<file path="src/rtl/fpf_rx_decoder_20_if.sv">
`default_nettype none
// ============================================================================
//  Module      : fpf_rx_decoder_20_if
//  Description : Handshake/data bundle between the FPF receive decoder and
//                its neighbours.
//                  tsv_in    - received TSV word (N bits)
//                  in_valid  - tsv_in is valid
//                  in_ready  - decoder accepts tsv_in this cycle
//                  out_data  - decoded binary value (DW bits)
//                  out_err   - decoded word contained a forbidden pattern
//                  out_valid - out_data/out_err are valid
//                  out_ready - downstream consumes the result
//                The decoder uses the slave modport; its environment uses
//                the master modport.
//  Revision    : 1.0 - initial release
// ============================================================================
interface fpf_rx_decoder_20_if #(
    parameter int N  = 20,
    parameter int DW = 15
);
    logic [N-1:0]  tsv_in;
    logic          in_valid;
    logic          in_ready;
    logic [DW-1:0] out_data;
    logic          out_err;
    logic          out_valid;
    logic          out_ready;

    modport master (
        output tsv_in, in_valid, out_ready,
        input  in_ready, out_data, out_err, out_valid
    );

    modport slave (
        input  tsv_in, in_valid, out_ready,
        output in_ready, out_data, out_err, out_valid
    );
endinterface
`default_nettype wire

</file>
<file path="src/rtl/fpf_rx_decoder_20.sv">
`default_nettype none
// ============================================================================
//  Module      : fpf_rx_decoder_20
//  Description : Receiver-side decoder for the 20-TSV FPF crosstalk-avoidance
//                link. Captures one TSV word, flags forbidden 101/010
//                patterns and converts the word from the Fibonacci numeral
//                system to binary over N/BPC accumulate cycles.
//  Ports       : clock     - system clock, rising edge
//                reset_n   - synchronous active-low reset
//                bus       - fpf_rx_decoder_20_if.slave (input word in,
//                            decoded value/error out, valid/ready both sides)
//                err_count - 16-bit saturating forbidden-pattern counter
//                            (only when FPF_RX_ERRCNT_EN is defined)
//  Options     : FPF_RX_ERRCNT_EN - adds the err_count port and counter
//  Revision    : 1.0 - initial release
// ============================================================================
module fpf_rx_decoder_20 #(
    parameter int N   = 20,
    parameter int DW  = 15,
    parameter int BPC = 1
) (
    input  wire logic          clock,
    input  wire logic          reset_n,
    fpf_rx_decoder_20_if.slave bus
`ifdef FPF_RX_ERRCNT_EN
    ,
    output logic [15:0]        err_count
`endif
);

    // ------------------------------------------------------------------
    // Elaboration-time legality check of the beat width
    // ------------------------------------------------------------------
    generate
        if (!(BPC == 1 || BPC == 2 || BPC == 4 || BPC == 5 ||
              BPC == 10 || BPC == 20)) begin : g_bpc_illegal
            $error("fpf_rx_decoder_20: BPC must be one of 1,2,4,5,10,20");
        end
    endgenerate

    localparam int K  = N / BPC;          // beats per word
    localparam int BW = $clog2(K + 1);    // beat counter width
    localparam int PW = $clog2(N + 1);    // bit position width

    // ------------------------------------------------------------------
    // Constant FNS weight table: w[0]=w[1]=1, w[k]=w[k-1]+w[k-2]
    // ------------------------------------------------------------------
    typedef logic [N-1:0][DW-1:0] wtab_t;

    function automatic wtab_t fib_table();
        wtab_t t;
        t    = '0;
        t[0] = DW'(1);
        t[1] = DW'(1);
        for (int k = 2; k < N; k++) begin
            t[k] = t[k-1] + t[k-2];
        end
        return t;
    endfunction

    localparam wtab_t W_TAB = fib_table();

    typedef enum logic [1:0] {
        S_IDLE = 2'd0,
        S_ACC  = 2'd1,
        S_DONE = 2'd2
    } state_t;

    state_t        state_q,    state_d;
    logic [N-1:0]  word_q,     word_d;
    logic [DW-1:0] acc_q,      acc_d;
    logic [PW-1:0] pos_q,      pos_d;
    logic [BW-1:0] beat_q,     beat_d;
    logic          flag_q,     flag_d;
    logic [DW-1:0] out_data_q, out_data_d;
    logic          out_err_q,  out_err_d;
    logic          out_valid_q, out_valid_d;

    logic          w_in_ready;
    logic          w_capture;
    logic          w_last;
    logic          w_fpf_err;
    logic [DW-1:0] w_beat_sum;

    // A window (k,k+1,k+2) is 101 or 010 exactly when both neighbouring
    // bit pairs differ.
    always_comb begin
        w_fpf_err = 1'b0;
        for (int k = 0; k < N - 2; k++) begin
            if ((bus.tsv_in[k] != bus.tsv_in[k+1]) &&
                (bus.tsv_in[k+1] != bus.tsv_in[k+2])) begin
                w_fpf_err = 1'b1;
            end
        end
    end

    // BPC-input mux-add of the weights at the current bit position
    always_comb begin
        w_beat_sum = '0;
        for (int b = 0; b < BPC; b++) begin
            if (word_q[pos_q + PW'(b)]) begin
                w_beat_sum = w_beat_sum + W_TAB[pos_q + PW'(b)];
            end
        end
    end

    assign w_in_ready = (state_q == S_IDLE) ||
                        ((state_q == S_DONE) && bus.out_ready);
    assign w_capture  = w_in_ready && bus.in_valid;
    assign w_last     = (beat_q == BW'(K - 1));

    // ------------------------------------------------------------------
    // Next-state / datapath
    // ------------------------------------------------------------------
    always_comb begin
        state_d     = state_q;
        word_d      = word_q;
        acc_d       = acc_q;
        pos_d       = pos_q;
        beat_d      = beat_q;
        flag_d      = flag_q;
        out_data_d  = out_data_q;
        out_err_d   = out_err_q;
        out_valid_d = out_valid_q;

        unique case (state_q)
            S_IDLE: begin
                state_d = S_IDLE;
            end
            S_ACC: begin
                acc_d  = acc_q + w_beat_sum;
                pos_d  = pos_q + PW'(BPC);
                beat_d = beat_q + BW'(1);
                if (w_last) begin
                    out_data_d  = acc_q + w_beat_sum;
                    out_err_d   = flag_q;
                    out_valid_d = 1'b1;
                    state_d     = S_DONE;
                end
            end
            S_DONE: begin
                if (bus.out_ready) begin
                    out_valid_d = 1'b0;
                    state_d     = S_IDLE;
                end
            end
            default: begin
                state_d = S_IDLE;
            end
        endcase

        // Capture overrides the IDLE/DONE decisions above so a DONE word
        // can be consumed and replaced on the same edge.
        if (w_capture) begin
            word_d  = bus.tsv_in;
            acc_d   = '0;
            pos_d   = '0;
            beat_d  = '0;
            flag_d  = w_fpf_err;
            state_d = S_ACC;
        end
    end

    always_ff @(posedge clock) begin
        if (!reset_n) begin
            state_q     <= S_IDLE;
            word_q      <= '0;
            acc_q       <= '0;
            pos_q       <= '0;
            beat_q      <= '0;
            flag_q      <= 1'b0;
            out_data_q  <= '0;
            out_err_q   <= 1'b0;
            out_valid_q <= 1'b0;
        end else begin
            state_q     <= state_d;
            word_q      <= word_d;
            acc_q       <= acc_d;
            pos_q       <= pos_d;
            beat_q      <= beat_d;
            flag_q      <= flag_d;
            out_data_q  <= out_data_d;
            out_err_q   <= out_err_d;
            out_valid_q <= out_valid_d;
        end
    end

    assign bus.in_ready  = w_in_ready;
    assign bus.out_data  = out_data_q;
    assign bus.out_err   = out_err_q;
    assign bus.out_valid = out_valid_q;

`ifdef FPF_RX_ERRCNT_EN
    // Counts on the DONE-load edge only; saturates instead of wrapping.
    logic [15:0] err_cnt_q, err_cnt_d;

    always_comb begin
        err_cnt_d = err_cnt_q;
        if ((state_q == S_ACC) && w_last && flag_q &&
            (err_cnt_q != 16'hFFFF)) begin
            err_cnt_d = err_cnt_q + 16'd1;
        end
    end

    always_ff @(posedge clock) begin
        if (!reset_n) begin
            err_cnt_q <= '0;
        end else begin
            err_cnt_q <= err_cnt_d;
        end
    end

    assign err_count = err_cnt_q;
`else
    // No error counter in this build.
`endif

endmodule
`default_nettype wire
</file>
<file path="src/flat_wrapper.sv">
// flat-port wrapper written by rule: the top's interface ports become plain ports
module fpf_rx_decoder_20_flat 
#(
    parameter int N   = 20,
    parameter int DW  = 15,
    parameter int BPC = 1
)
  (clock, reset_n, bus_tsv_in, bus_in_valid, bus_out_ready, bus_in_ready, bus_out_data, bus_out_err, bus_out_valid);
  fpf_rx_decoder_20_if #(.N(N), .DW(DW)) bus_i ();
  input  wire logic clock;
  input  wire logic reset_n;
  input wire logic [$bits(bus_i.tsv_in)-1:0] bus_tsv_in;
  input wire logic [$bits(bus_i.in_valid)-1:0] bus_in_valid;
  input wire logic [$bits(bus_i.out_ready)-1:0] bus_out_ready;
  output wire logic [$bits(bus_i.in_ready)-1:0] bus_in_ready;
  output wire logic [$bits(bus_i.out_data)-1:0] bus_out_data;
  output wire logic [$bits(bus_i.out_err)-1:0] bus_out_err;
  output wire logic [$bits(bus_i.out_valid)-1:0] bus_out_valid;
  assign bus_i.tsv_in = bus_tsv_in;
  assign bus_i.in_valid = bus_in_valid;
  assign bus_i.out_ready = bus_out_ready;
  assign bus_in_ready = bus_i.in_ready;
  assign bus_out_data = bus_i.out_data;
  assign bus_out_err = bus_i.out_err;
  assign bus_out_valid = bus_i.out_valid;
  fpf_rx_decoder_20 #(.N(N), .DW(DW), .BPC(BPC)) u_core (.clock(clock), .reset_n(reset_n), .bus(bus_i));
endmodule
</file>
<file path="config.mk">
export PLATFORM = sky130hd
export DESIGN_NAME = fpf_rx_decoder_20_flat
export DESIGN_NICKNAME = d
export VERILOG_FILES = /design/src/rtl/fpf_rx_decoder_20_if.sv /design/src/rtl/fpf_rx_decoder_20.sv /design/src/flat_wrapper.sv
export SDC_FILE = /design/constraint.sdc
export NUM_CORES = 1
export LEC_CHECK = 0
export ABC_AREA = 0
export CAP_MARGIN = 20
export CORE_UTILIZATION = 52
export CTS_CLUSTER_DIAMETER = 150
export CTS_CLUSTER_SIZE = 40
export DETAILED_ROUTE_END_ITERATION = 7
export PLACE_DENSITY_LB_ADDON = 0.08
export SYNTH_ARGS = -nofsm -noshare
export SYNTH_HDL_FRONTEND = slang
export SYNTH_SLANG_ARGS = --single-unit
</file>
<file path="constraint.sdc">
create_clock -name clock -period 3.8 [get_ports clock]
set_clock_uncertainty 0.1 [all_clocks]
set_input_delay 0.38 -clock clock [delete_from_list [all_inputs] [get_ports clock]]
set_output_delay 0.38 -clock clock [all_outputs]
set_load 0.02 [all_outputs]
</file>
**Run 1: cell classes on the final placement**

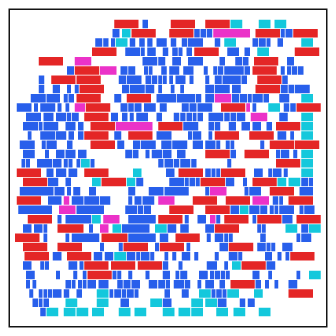
legend:
  all other logic:
    colour: blue
    cells: 397
  flip-flops:
    colour: red
    cells: 78
  clock drivers and dummy loads:
    colour: magenta
    cells: 16
  other buffers and delay cells:
    colour: cyan
    cells: 52

**Run 1: signal wires by layer**

Two of the layers only.
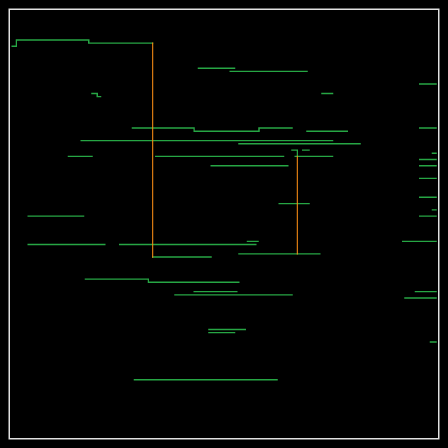
legend:
  met3:
    colour: green
    wire_length: 503 um
  met4:
    colour: orange
    wire_length: 67.3 um

==> impl_metrics.py, run 1 <==
# Metrics from the implementation run
metrics = {
    "layout": {
        "clkbuf_count": 10,
        "comb_cells": 380,
    },
    "timing": {
        "worstMarginPinSlew_ns": 0.7417,
    },
    "yosys": {
        "simple_gate_share_pct": 22.77,
        "ys_top_cells_by_area": "dfxtp_1, nand2_1, ha_1",
        "ys_cells": 501,
        "synthAoiAreaFrac_pct": 19.98,
        "synthArstFlopShare_pct": 0,
    },
    "worst_setup_path": {
        "reg2reg_to": "u_core.bus.out_data[12]",
        "crit_path_max_fanout": 4,
        "critPathCaptureType": "register",
    },
    "cts": {
        "htree_levels": 3,
    },
    "detailed_routing": {
        "dr_wl_met2_um": 4267,
    },
    "outcome": {
        "outcome": "finished, final reports clean",
    },
    "power_and_ir_drop": {
        "p_total_mw": 1.692,
        "sequentialPowerShare_pct": 50.1,
        "netSwitchingFraction_pct": 24.56,
        "p_leak_nw": 1.987,
    },
    "placed_design": {
        "port-buffer-count": 41,
    },
    "worst_hold_path": {
        "whs_endpoint": "u_core.word_q[8]",
    },
}
**Run 1: routing congestion**

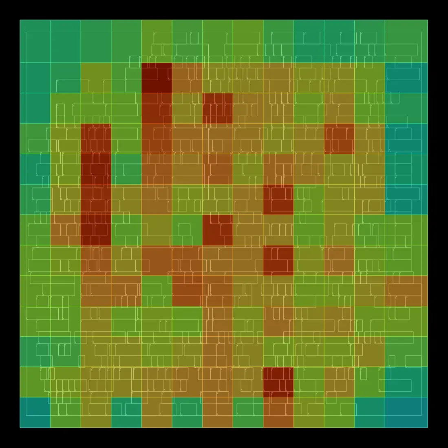
DR WL/cell: 15.21 um
grt peak-use layer: met2
met2 usage: 38.70%

**Run 1: clock network drawn from the DEF**

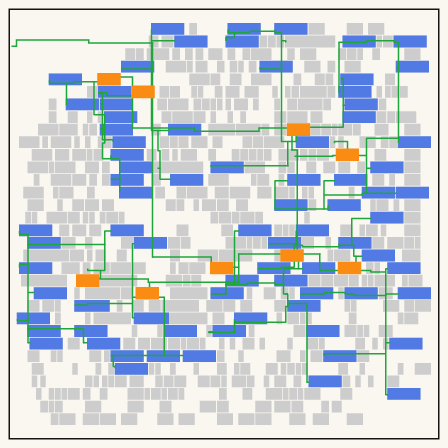
legend:
  clock wires:
    colour: green
    length: 983 um
  flip-flops:
    colour: blue
    count: 78
  cells driving clock nets:
    colour: orange
    count: 9
routed clock nets: 10

==> run 1: placed cells by master, fill, tap and decap left out, drive strengths merged, types with 6 or more instances in the layout <==
cell,Yosys,layout
a211oi,7,7
a21boi,27,27
a21oi,24,24
and2,7,7
and3,17,17
buf,10,11
clkbuf,16,10
clkdlybuf4s50,0,41
dfxtp,78,78
ha,23,23
inv,17,17
nand2,91,91
nand2b,6,6
nand3,21,21
nand4,9,9
nor2,26,26
nor2b,6,6
o211ai,7,7
o21ai,30,30
xnor2,14,14
xor2,6,6
==> run 1: per-stage QoR <==
step	std cells	area (um^2)	setup WS [ns]
6_report	645	4999	0.2217
5_1_grt	645	4999	0.01493
4_1_cts	645	4964	0.07027
3_5_place_dp	629	4750	0.08428
3_3_place_gp	629	4750	0.1642
2_1_floorplan	501	4258	0.1683
==> run 2: changes to the inputs <==
--- a/config.mk
+++ b/config.mk
@@ -11,6 +11,7 @@
 export CTS_CLUSTER_DIAMETER = 150
 export CTS_CLUSTER_SIZE = 40
 export DETAILED_ROUTE_END_ITERATION = 7
+export GPL_TIMING_DRIVEN = 0
 export PLACE_DENSITY_LB_ADDON = 0.08
 export SYNTH_ARGS = -nofsm -noshare
 export SYNTH_HDL_FRONTEND = slang
**Run 2: clock network drawn from the DEF**

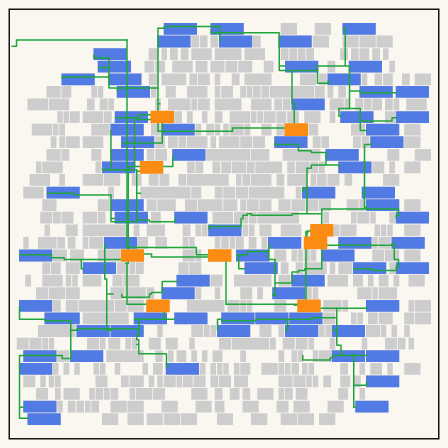
legend:
  cells driving clock nets:
    colour: orange
    count: 9
  clock wires:
    colour: green
    length: 964 um
  flip-flops:
    colour: blue
    count: 78
routed clock nets: 10

**Run 2: signal wires by layer**

Two of the layers only.
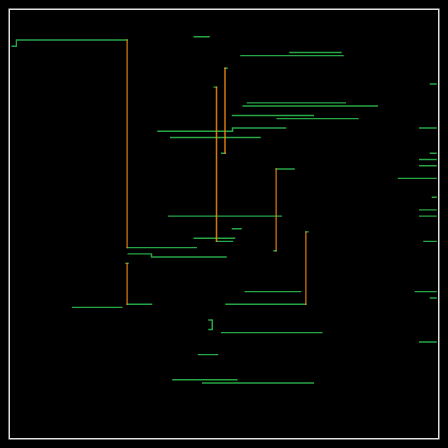
legend:
  met4:
    colour: orange
    wire_length: 139 um
  met3:
    colour: green
    wire_length: 429 um

==> run 2 against run 1 <==
Sequential share of layout area is 1.5 points lower. Count of clock-buffer cells in the layout is 3 higher. Largest power group unchanged. Area after synthesis stayed put. Wire length is 7.8% higher. Non-clock buffer count is 28 higher. Via count is 2.7% higher.
==> impl_metrics.py, run 2 <==
# Metrics from the implementation run
metrics = {
    "layout": {
        "final_layout_top_logic_cell": "nand2_1",
        "design_area_um2": 5243,
        "layout_top_cells": "nand2_1, dfxtp_1, clkdlybuf4s50_1",
        "clkbuf_count": 13,
        "comb_cells": 380,
    },
    "yosys": {
        "synthArstFlopShare_pct": 0,
        "ys_cells": 501,
        "top_cell_area_share_pct": 36.67,
        "ys_top_cells_by_area": "dfxtp_1, nand2_1, ha_1",
        "ff_type": "dfxtp_1",
    },
    "power_and_ir_drop": {
        "p_leak_nw": 2.062,
        "p_total_mw": 1.653,
        "sequentialPowerShare_pct": 51.2,
        "p_sw_mw": 0.4125,
        "netSwitchingFraction_pct": 24.96,
    },
    "detailed_routing": {
        "wl_um": 10570,
        "post_drt_wl_per_cell_um": 15.71,
        "dr_wl_met2_um": 4790,
        "highest_layer": "met4",
    },
    "worst_setup_path": {
        "crit_path_max_fanout": 5,
        "critPathCaptureType": "register",
    },
    "timing": {
        "worstMarginPinSlew_ns": 0.6080,
        "layout_setup_ws_ns": 0.02883,
    },
    "cts": {
        "cts_resized": 8,
        "htree_levels": 3,
        "cts_setup_buffers": 5,
    },
    "placed_design": {
        "place_area_um2": 4796,
        "port-buffer-count": 41,
        "pre_cts_ws_ns": -0.3723,
        "dp_cells": 644,
    },
    "outcome": {
        "outcome": "finished, final reports clean",
    },
    "grt": {
        "grt-busiest-layer": "met2",
        "grt_pass1_wl_um": 17420,
    },
    "floorplanning": {
        "core_area_um2": 7807,
    },
}
**Run 2: I/O pins on the die edge**

Pins as bars across the die edge, other pins in grey.
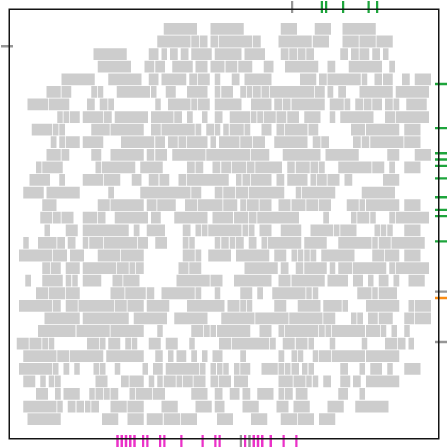
legend:
  `bus_out_valid`:
    colour: orange
    pins: 1
    direction: output
    edge: east
  `bus_out_data`:
    colour: green
    pins: 15
    direction: output
    edge: 10 east, 5 north
  `bus_tsv_in`:
    colour: magenta
    pins: 20
    direction: input
    edge: south
all pins by edge: 22 south, 13 east, 6 north, 1 west

-- run 2: path summary, 6_finish.rpt --
check | endpoint | cells past startpoint | startpoint
hold reg to reg | u_core.acc_q[10] | 2 | u_core.acc_q[10]
setup / recovery | u_core.acc_q[10] | 16 | u_core.pos_q[0]
hold / removal | u_core.acc_q[10] | 2 | u_core.acc_q[10]
setup reg to reg | u_core.acc_q[10] | 16 | u_core.pos_q[0]
-- run 2: kinds of logic after synthesis --
kind of cell,Yosys count,synth area share (%)
adder cells (fa/ha/maj),24,7.229
flip-flops,78,36.67
multiplexers,10,3.820
buffers and inverters,43,4.526
AND-OR/OR-AND,127,19.98
XOR/XNOR,20,4.995
AND/OR/NAND/NOR,199,22.77
==> run 3: changes to the inputs <==
--- a/config.mk
+++ b/config.mk
@@ -5,7 +5,7 @@
 export SDC_FILE = /design/constraint.sdc
 export NUM_CORES = 1
 export LEC_CHECK = 0
-export ABC_AREA = 0
+export ABC_AREA = 1
 export CAP_MARGIN = 20
 export CORE_UTILIZATION = 52
 export CTS_CLUSTER_DIAMETER = 150
==> constraint.sdc (replaced) <==
create_clock -name clock -period 3.8 [get_ports clock]
set_clock_uncertainty 0.1 [all_clocks]
set_input_delay 0.57 -clock clock [delete_from_list [all_inputs] [get_ports clock]]
set_output_delay 0.57 -clock clock [all_outputs]
set_load 0.02 [all_outputs]
**Run 3: clock network drawn from the DEF**

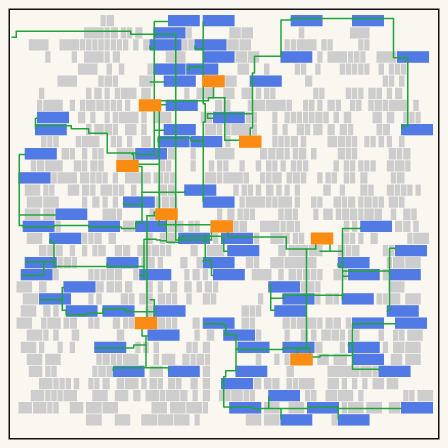
legend:
  cells driving clock nets:
    colour: orange
    count: 9
  flip-flops:
    colour: blue
    count: 78
  clock wires:
    colour: green
    length: 1,000 um
routed clock nets: 10

**Run 3: signal wires by layer**

Two of the layers only.
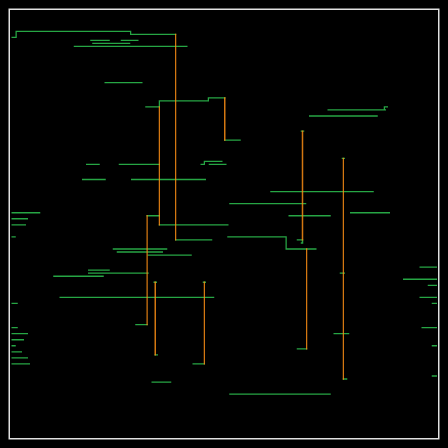
legend:
  met3:
    colour: green
    wire_length: 481 um
  met4:
    colour: orange
    wire_length: 238 um

==> run 3 against run 2 <==
Wire length grew 9.6%. Largest cell class unchanged. Power grew 3.4%. Maximum frequency grew 17%. Cell count grew 28%.
==> impl_metrics.py, run 3 <==
# Metrics from the implementation run
metrics = {
    "outcome": {
        "outcome": "finished, final reports clean",
    },
    "yosys": {
        "simple_gate_share_pct": 34.26,
        "mux_share_pct": 0,
        "top_cell_area_share_pct": 33.80,
        "synth-xor-area-share_pct": 3.792,
        "ys_cells": 700,
        "synthTopLogicFamily": "simple AND/OR/NAND/NOR gates",
        "adder_share_pct": 6.663,
        "ff_type": "dfxtp_1",
        "synthArstFlopShare_pct": 0,
        "common_cells": "nand2_1, inv_1, dfxtp_1, nand3_1, nor2_1",
        "ys_top_cells_by_area": "dfxtp_1, nand2_1, inv_1",
        "ys_seq_share_pct": 33.80,
    },
    "cts": {
        "cts_resized": 0,
        "cts_setup_buffers": 0,
        "htree_levels": 3,
    },
    "worst_hold_path": {
        "whs_endpoint": "u_core.word_q[15]",
        "worstHoldStart": "u_core.word_q[15]",
        "hold_depth": 2,
    },
    "detailed_routing": {
        "wl_um": 11590,
    },
    "timing": {
        "fin_crit_sh_pct": 84.52,
    },
    "layout": {
        "final_layout_top_logic_cell": "nand2_1",
        "clkCellAreaFrac_pct": 3.603,
        "signal_buffers": 62,
        "layout_top_cells": "nand2_1, inv_1, dfxtp_1",
        "clkbuf_count": 9,
        "comb_cells": 509,
    },
    "worst_setup_path": {
        "startpoint": "u_core.pos_q[0]",
        "worst_r2r_path_depth": 17,
        "r2r_start": "u_core.pos_q[0]",
        "crit_path_max_fanout": 10,
        "reg2reg_to": "u_core.acc_q[6]",
        "critPathCaptureType": "register",
    },
    "placed_design": {
        "dp_cells": 848,
        "place_area_um2": 5155,
        "port-buffer-count": 40,
        "pre_cts_ws_ns": 0.6358,
    },
    "grt": {
        "grt_pass1_wl_um": 18880,
    },
    "power_and_ir_drop": {
        "p_leak_nw": 2.569,
        "sequentialPowerShare_pct": 50.2,
        "pwr-share-comb_pct": 13.2,
        "p_sw_mw": 0.5202,
        "netSwitchingFraction_pct": 30.44,
    },
    "floorplanning": {
        "core_area_um2": 8678,
    },
}
**Run 3: routing congestion**

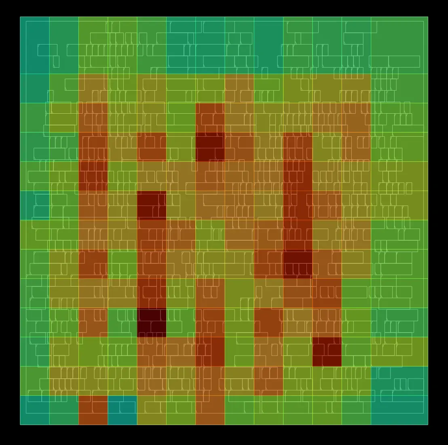
routing usage on met1: 33.82%
GR Util All Layers: 26.91%
post-layout util: 61.62%
DR WL/cell: 13.41 um
met2 usage: 46.69%

[run 3: netlist changes by cell type in the layout (fill, tap and decap cells not counted), moves of 8 or more]
cell | previous run | this run
nand2_1 | 90 | 226
inv_1 | 17 | 85
nand3_1 | 21 | 63
nor2_1 | 26 | 56
a21boi_0 | 27 | 3
a21oi_1 | 22 | 45
and3_1 | 15 | 0
o21ai_0 | 29 | 16
clkbuf_1 | 18 | 6
a21boi_1 | 0 | 11
buf_4 | 13 | 4
xor2_1 | 6 | 14
[run 3: metal layers]
| layer | global-route usage [%] | part of all wire [%] | up-vias |
|---|---|---|---|
| met3 | 3.633 | 4.2 | 20 |
| met4 | 9.701 | 2.1 | 0 |
| met1 | 33.82 | 45 | 2065 |
| met5 | 0 | 0 | - |
| met2 | 46.69 | 48 | 101 |
| li1 | - | - | 2318 |
No activity file was given, so power comes from the tool's default toggle rates.
